run_1/pdn.png
Pins as bars on the die edge.
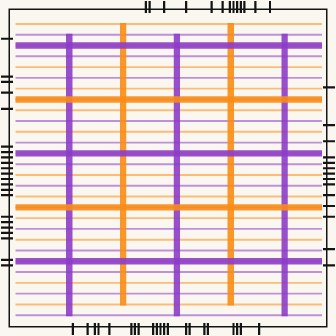
run_1/cell_classes.png
Scale bar: 20 um.
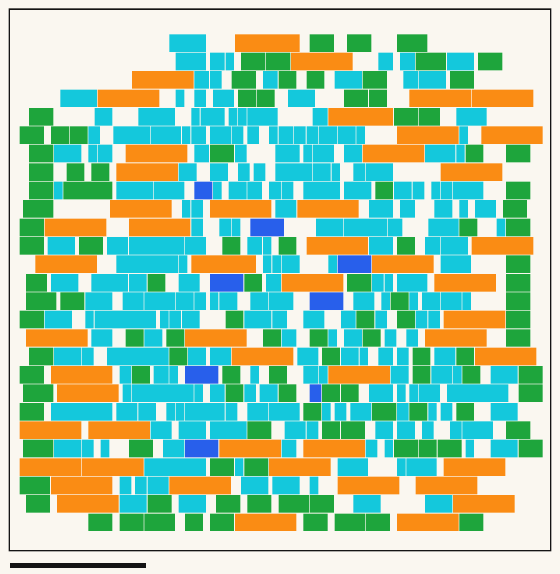
run_1/metal_stack.png
Only two layers are drawn.
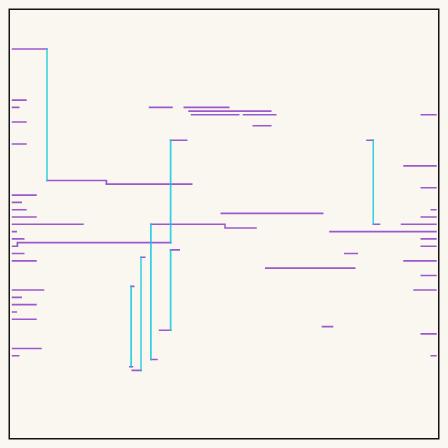
run_1/final_clocks.png
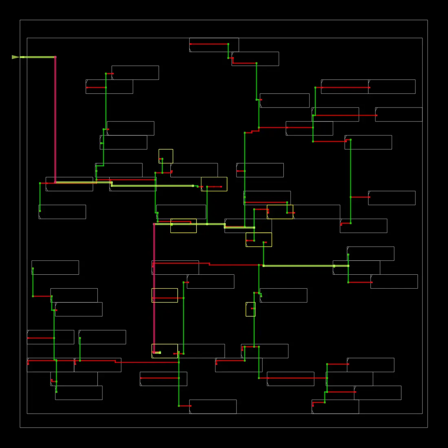
## src/rtl/reg_dump_unit.sv

```systemverilog
// Walks the masked registers of a register file and streams each one out with a running checksum.
// Two cycles per word (READ then SEND); SEND holds its word until OutReady, and unselected registers cost no cycles.
module reg_dump_unit #(
  parameter int DATA_W = 16,
  parameter int ADDR_W = 3
) (
  input  logic                 clock,
  input  logic                 reset,
  input  logic                 start,
  input  logic [2**ADDR_W-1:0] mask,
  output logic [ADDR_W-1:0]    RdAddr,
  input  logic [DATA_W-1:0]    RdData,
  output logic [DATA_W-1:0]    OutData,
  output logic [ADDR_W-1:0]    OutAddr,
  output logic                 OutValid,
  input  logic                 OutReady,
  output logic                 OutLast,
  output logic                 Busy,
  output logic                 Done,
  output logic [DATA_W-1:0]    Checksum
);

  localparam int N = 2**ADDR_W;

  typedef enum logic [1:0] {IDLE, READ, SEND, DONE} state_t;

  state_t            state;
  logic [N-1:0]      mask_q;
  logic [ADDR_W-1:0] idx;

  // Returns {found, index} of the lowest set bit of m at or above position from.
  function automatic logic [ADDR_W:0] find_from(input logic [N-1:0] m, input int from);
    logic [ADDR_W:0] r;
    r = '0;
    for (int i = N - 1; i >= 0; i--) begin
      if (m[i] && i >= from) r = {1'b1, ADDR_W'(i)};
    end
    return r;
  endfunction

  logic [ADDR_W:0] first_hit;
  logic [ADDR_W:0] next_hit;

  assign first_hit = find_from(mask, 0);
  assign next_hit  = find_from(mask_q, int'(idx) + 1);

  assign RdAddr = (state == READ || state == SEND) ? idx : '0;
  assign Busy   = (state == READ || state == SEND);
  assign Done   = (state == DONE);

  always_ff @(posedge clock or posedge reset) begin
    if (reset) begin
      state    <= IDLE;
      mask_q   <= '0;
      idx      <= '0;
      OutData  <= '0;
      OutAddr  <= '0;
      OutValid <= 1'b0;
      OutLast  <= 1'b0;
      Checksum <= '0;
    end else begin
      case (state)
        IDLE: begin
          if (start) begin
            Checksum <= '0;
            if (|mask) begin
              mask_q <= mask;
              idx    <= first_hit[ADDR_W-1:0];
              state  <= READ;
            end else begin
              state  <= DONE;
            end
          end
        end
        READ: begin
          // Word is a snapshot of the register file at this edge.
          OutData  <= RdData;
          OutAddr  <= idx;
          Checksum <= Checksum + RdData;
          OutLast  <= ~next_hit[ADDR_W];
          OutValid <= 1'b1;
          state    <= SEND;
        end
        SEND: begin
          if (OutReady) begin
            OutValid <= 1'b0;
            if (OutLast) begin
              state <= DONE;
            end else begin
              idx   <= next_hit[ADDR_W-1:0];
              state <= READ;
            end
          end
        end
        DONE: begin
          state <= IDLE;
        end
        default: begin
          state <= IDLE;
        end
      endcase
    end
  end

endmodule

```

## config.mk

```make
export PLATFORM = sky130hd
export DESIGN_NAME = reg_dump_unit
export DESIGN_NICKNAME = d
export VERILOG_FILES = /design/src/rtl/reg_dump_unit.sv
export SDC_FILE = /design/constraint.sdc
export NUM_CORES = 1
export LEC_CHECK = 0
export CORE_UTILIZATION = 50
export DETAILED_ROUTE_END_ITERATION = 10
export PLACE_DENSITY = 0.79
export SLEW_MARGIN = 5
export SYNTH_ARGS = -nofsm -noshare
export SYNTH_HDL_FRONTEND = slang
export SYNTH_SLANG_ARGS = --single-unit
```

## constraint.sdc

```tcl
create_clock -name clock -period 2.2 [get_ports clock]
set_input_delay 0.44 -clock clock [delete_from_list [all_inputs] [get_ports clock]]
set_output_delay 0.44 -clock clock [all_outputs]
set_load 0.01 [all_outputs]
```

==> changes_impl.md, run 1 <==
### Changed

* Yosys chip area at 3017 sq um
* CTS hold repair buffers at 0
* Pre-CTS setup slack at -496.5 ps
* ANT nets after route at 0
* Routability cong. at 0.9083
* Crit path DAT at 2360 ps
* CP Launch Type: input pin
* Postcts setup bufs at 2
* Count of library flops with an enable pin at 0
* Async S/R FF share, synth at 100.0%
* Clock Skews at 13.28 ps
* # nets final at 459
* Clock Tree Buf Depth at 2
* Yosys cell count at 293
* Half-perimeter wire length after detailed placement at 5.567 mm
* Outcome: complete, no violations
* Synth mux share at 12.32%
* Comb area share at 41.76%
* Largest net degree at the start of global routing at 51
* Global-route track usage on met2 at 44.96%
* Top cell excl fill/tap: clkdlybuf4s50_1
* First-pass GRT wire length at 12.86 mm
* P_leak at 2.023 nW
* Top Layer Used: met4
* Sequential share of the synthesized area at 41.48%
* Most used flip-flop cell: dfrtp_1
* Storage cell area at 1255 sq um
* Final clock-cell share at 2.166%
* Floorplan utilization at 53.15%
* Initial antenna violation count at 0
* Number of global-route vias before repair at 2696
* Top power group: combinational cells
* Gate Area at 1833 sq um
* Cell area after synthesis at 3017 sq um
* Period minus WS final at 2173 ps
* Worst Reg-to-Reg Cells at 9
* Internal reg-to-reg setup slack at 90 ps
* Count of multi-input gates at 223
* Slowest cell on the critical path: or4_4
* Final routed DRC violation total at 0
* Count of tool warnings at 33
* HP Class: in2reg
* R2R Path End: Checksum[12]
* CTS root buf: clkbuf_8
* GRT Max-Usage Layer: met2
* Seq pwr at 1.74 mW
* Top flop regs: Checksum x16, OutData x16, mask_q x8
* Share of cells above drive strength 1 at 26.72%
* Final worst slack at 26.96 ps
* Syn Area/Cell at 10.30 sq um
* Hold endpoint: OutData[8]
* Crit path largest cell delay at 580 ps
* Synth flops at 50
* Cell Type Count at 52
* Final setup violating endpoints at 0
* Pwr dens at 1434 nW/um^2
* PostCTS Resize Cnt at 13
* TNS Setup at 0 ps
* Slew margin rel. at 72.76%
* Fin. Hold Viols at 0
* Die Size at 6348 sq um
* P_int at 3.814 mW
* Clk pwr share at 9.0%
* Yosys top cell by instances: dfrtp_1
* Max Transition Viols Final at 0
* Fill cell count at 376
* DRT iter0 DRCs at 89
* Yosys xor share at 3.194%
* Met3 usage at 3.771%
* Die Height at 79.68 um
* Met1 wire length at 3.448 mm
* Final worst path period share at 98.77%
* FMAX at 0.4602 GHz
* Dominant comb cell: AND-OR/OR-AND gates
* Critical path fanouts, max at 8
* HP Start: RdData[8]
* Hold Crit Depth at 2
* Synth top area cells: dfrtp_1 (41%), ha_1 (9.5%), mux2_2 (7.5%)
* Worst hold slack at 422.2 ps
* H-tree levels at 2
* Worst setup path startpoint: mask[7]
## Picture notes: pdn.png
Orange is VDD. Purple is VSS.
70 signal pins sit on the boundary. 5 straps on met5.
core footprint: 5675 sq um
Max VDD drop: 0.0007730 V

## Picture notes: cell_classes.png
Orange is flip-flops, cells 50, share of their area 29%. Cyan is all other logic, cells 235, share of their area 44%. Blue is clock drivers and dummy loads, cells 8, share of their area 2.2%. Green is other buffers and delay cells, cells 115, share of their area 25%.
fin util: 77.34%
Rows: 27
flop share of the area: 28.59%

## Picture notes: metal_stack.png
Cyan is met4, wire length 135 um. Purple is met3, wire length 312 um.
GRT Util Overall: 26.24%
wire per inst: 16.04 um
Post-Route WL: 7.701 mm
via count: 2696

## Picture notes: final_clocks.png
clk sink count: 50
FFs & Latches: 50
clock group power: 0.564 mW

==> inputs of run 2 (changes only) <==
- CELL_PAD_IN_SITES_DETAIL_PLACEMENT: default -> 0
- CELL_PAD_IN_SITES_GLOBAL_PLACEMENT: default -> 2
- CORE_UTILIZATION: 50 -> 31
- PLACE_DENSITY: 0.79 -> 0.78
run_2/metal_stack.png
Only two layers are drawn.
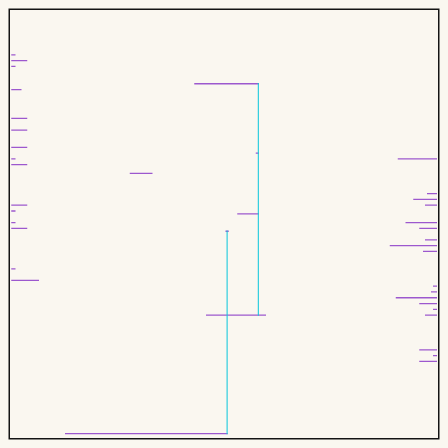
Purple is met3, wire length 186 um. Cyan is met4, wire length 102 um.
GRT Util Overall: 15.81%
Post-Route WL: 7.558 mm
via count: 2561
wire per inst: 14.02 um

run_2/cell_classes.png
Scale bar: 20 um.
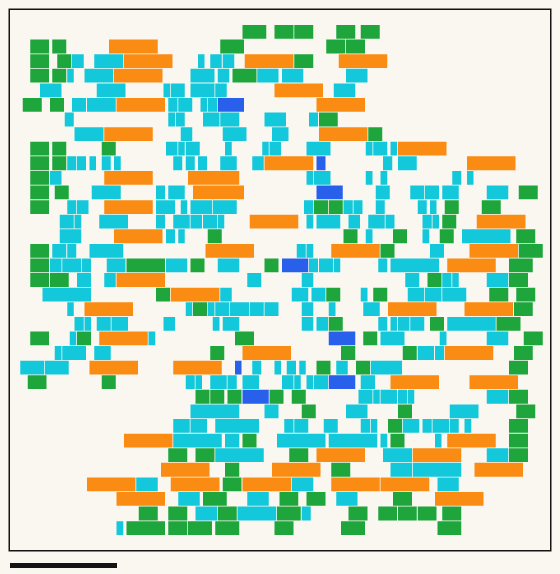
Cyan is all other logic, cells 235, share of their area 44%. Blue is clock drivers and dummy loads, cells 8, share of their area 2.1%. Green is other buffers and delay cells, cells 117, share of their area 25%. Orange is flip-flops, cells 50, share of their area 29%.
Rows: 35
post-route design area: 4522 sq um
fin util: 48.48%

==> changes_impl.md, run 2 <==
### Changed

* HP Start: RdData[8]
* Comb area share at 41.23%
* Cell area after synthesis at 3017 sq um
* Most used flip-flop cell: dfrtp_1
* Top power group: combinational cells
* Maxcap violations at 0
* CTS hold repair buffers at 0
* HP Class: in2reg
* Clock Tree Buf Depth at 2
* Total placed instance area at 4200 sq um
* Top cells excl fill/tap: clkdlybuf4s50_1 (57), dfrtp_1 (48), buf_4 (46)
* Count of tool warnings at 32
* Worst Reg-to-Reg Cells at 7
* Top flop regs: Checksum x16, OutData x16, mask_q x8
* Routability cong. at 0.8370
* Inverters at 12
* Clock group power at 0.574 mW
* CTS root buf: clkbuf_8
* CP Launch Type: input pin
* Final Non-Filler Cells at 539
* Async S/R FF share, synth at 100.0%
* PostCTS Resize Cnt at 9
* # nets final at 461
* TNS Setup at 0 ps
* H-tree levels at 2
* First-pass GRT wire length at 12.46 mm
* Floorplan utilization at 32.34%
* Dominant comb cell: AND-OR/OR-AND gates
* GRT Max-Usage Layer: met2
* P_leak at 2.069 nW
* Gate Area at 1864 sq um
* Global route total overflow at 0
* Crit path largest cell delay at 560 ps
* Synth mux share at 12.32%
* Yosys top cell by instances: dfrtp_1
* Clock Skews at 9.110 ps
* CTS tree: yes
* Placed Instances at 528
* Synth flops at 50
* Fin. Hold Viols at 0
* R2R Path End: idx[1]
* Die width at 100.6 um
* Synth top area cells: dfrtp_1 (41%), ha_1 (9.5%), mux2_2 (7.5%)
* Met1 wire length at 3.583 mm
* Max Transition Viols Final at 0
* Hold endpoint: OutData[8]
* Pwr dens at 1397 nW/um^2
* Period minus WS final at 2102 ps
* Global-route track usage on met2 at 27.24%
* Yosys xor share at 3.194%
* CP top delay family: simple AND/OR/NAND/NOR gates
* Sequential share of the synthesized area at 41.48%
* Clk pwr share at 9.1%
* Initial antenna violation count at 0
* Critical path fanouts, max at 8
* Slowest cell on the critical path: or4_4
* RSZ-0062 raised after global routing: false
* Slew margin rel. at 69.62%
* Postcts setup bufs at 2
* Final Power at 6.318 mW
* ANT nets after route at 0
* Post-synthesis simple-gate area fraction at 13.81%
* GR Layer Usage met1 at 20.14%
* Final routed DRC violation total at 0
* Worst setup path startpoint: mask[7]
* Pre-CTS setup slack at -424.5 ps
* Hold Crit Depth at 2
* Worst hold slack at 453.9 ps
* DRT iter0 DRCs at 33
* Yosys chip area at 3017 sq um
* Buffers on Ports at 69
* Cell Type Count at 52
* Critical R2R Launch: idx[0]
* Diodes inserted at 0
* Final clock-cell share at 2.020%
* Storage cell area at 1254 sq um
* Top Layer Used: met4
* Non-clock buffer share of cell area at 24.46%
* Seq pwr at 1.74 mW
* Die Height at 100.6 um
* Yosys warning count at 0
* Crit path DAT at 2300 ps
* Max VDD drop at 0.0006843 V
* Share of cells above drive strength 1 at 26.59%
* Internal reg-to-reg setup slack at 130 ps
* Final worst slack at 98.00 ps
* Syn Area/Cell at 10.30 sq um
* P_int at 3.886 mW
* Count of multi-input gates at 223
* Half-perimeter wire length after detailed placement at 5.636 mm
* CP bufs+invs at 1
* Met3 usage at 2.635%
* Worst-path clk slew at 90 ps
* Final worst path period share at 95.55%
* Largest net degree at the start of global routing at 51
* FFs & Latches at 50
* Most common library cells after synthesis: dfrtp_1 (50), nand2_1 (30), ha_1 (23)
* Die Size at 10130 sq um
* Final setup violating endpoints at 0
* FMAX at 0.4757 GHz
* Number of global-route vias before repair at 2584
* CTS buffer count at 5
* Top-area cell share at 41.48%
* Yosys cell count at 293
* Flop share of the area at 27.73%
* Top cell excl fill/tap: clkdlybuf4s50_1
* Outcome: complete, no violations
* Core footprint at 9328 sq um
* Layout area overhead at 49.90%
* Fill cell count at 886
* Critical Path, Cell by Cell: clkdlybuf4s50_1 > or4_4 > or3_4 > nand3_4 > mux2_4
* Clk sink count at 50
* Vias per cell at 4.751
* Count of library flops with an enable pin at 0
Power figures rest on the tool's default switching activity, not on a simulated workload.
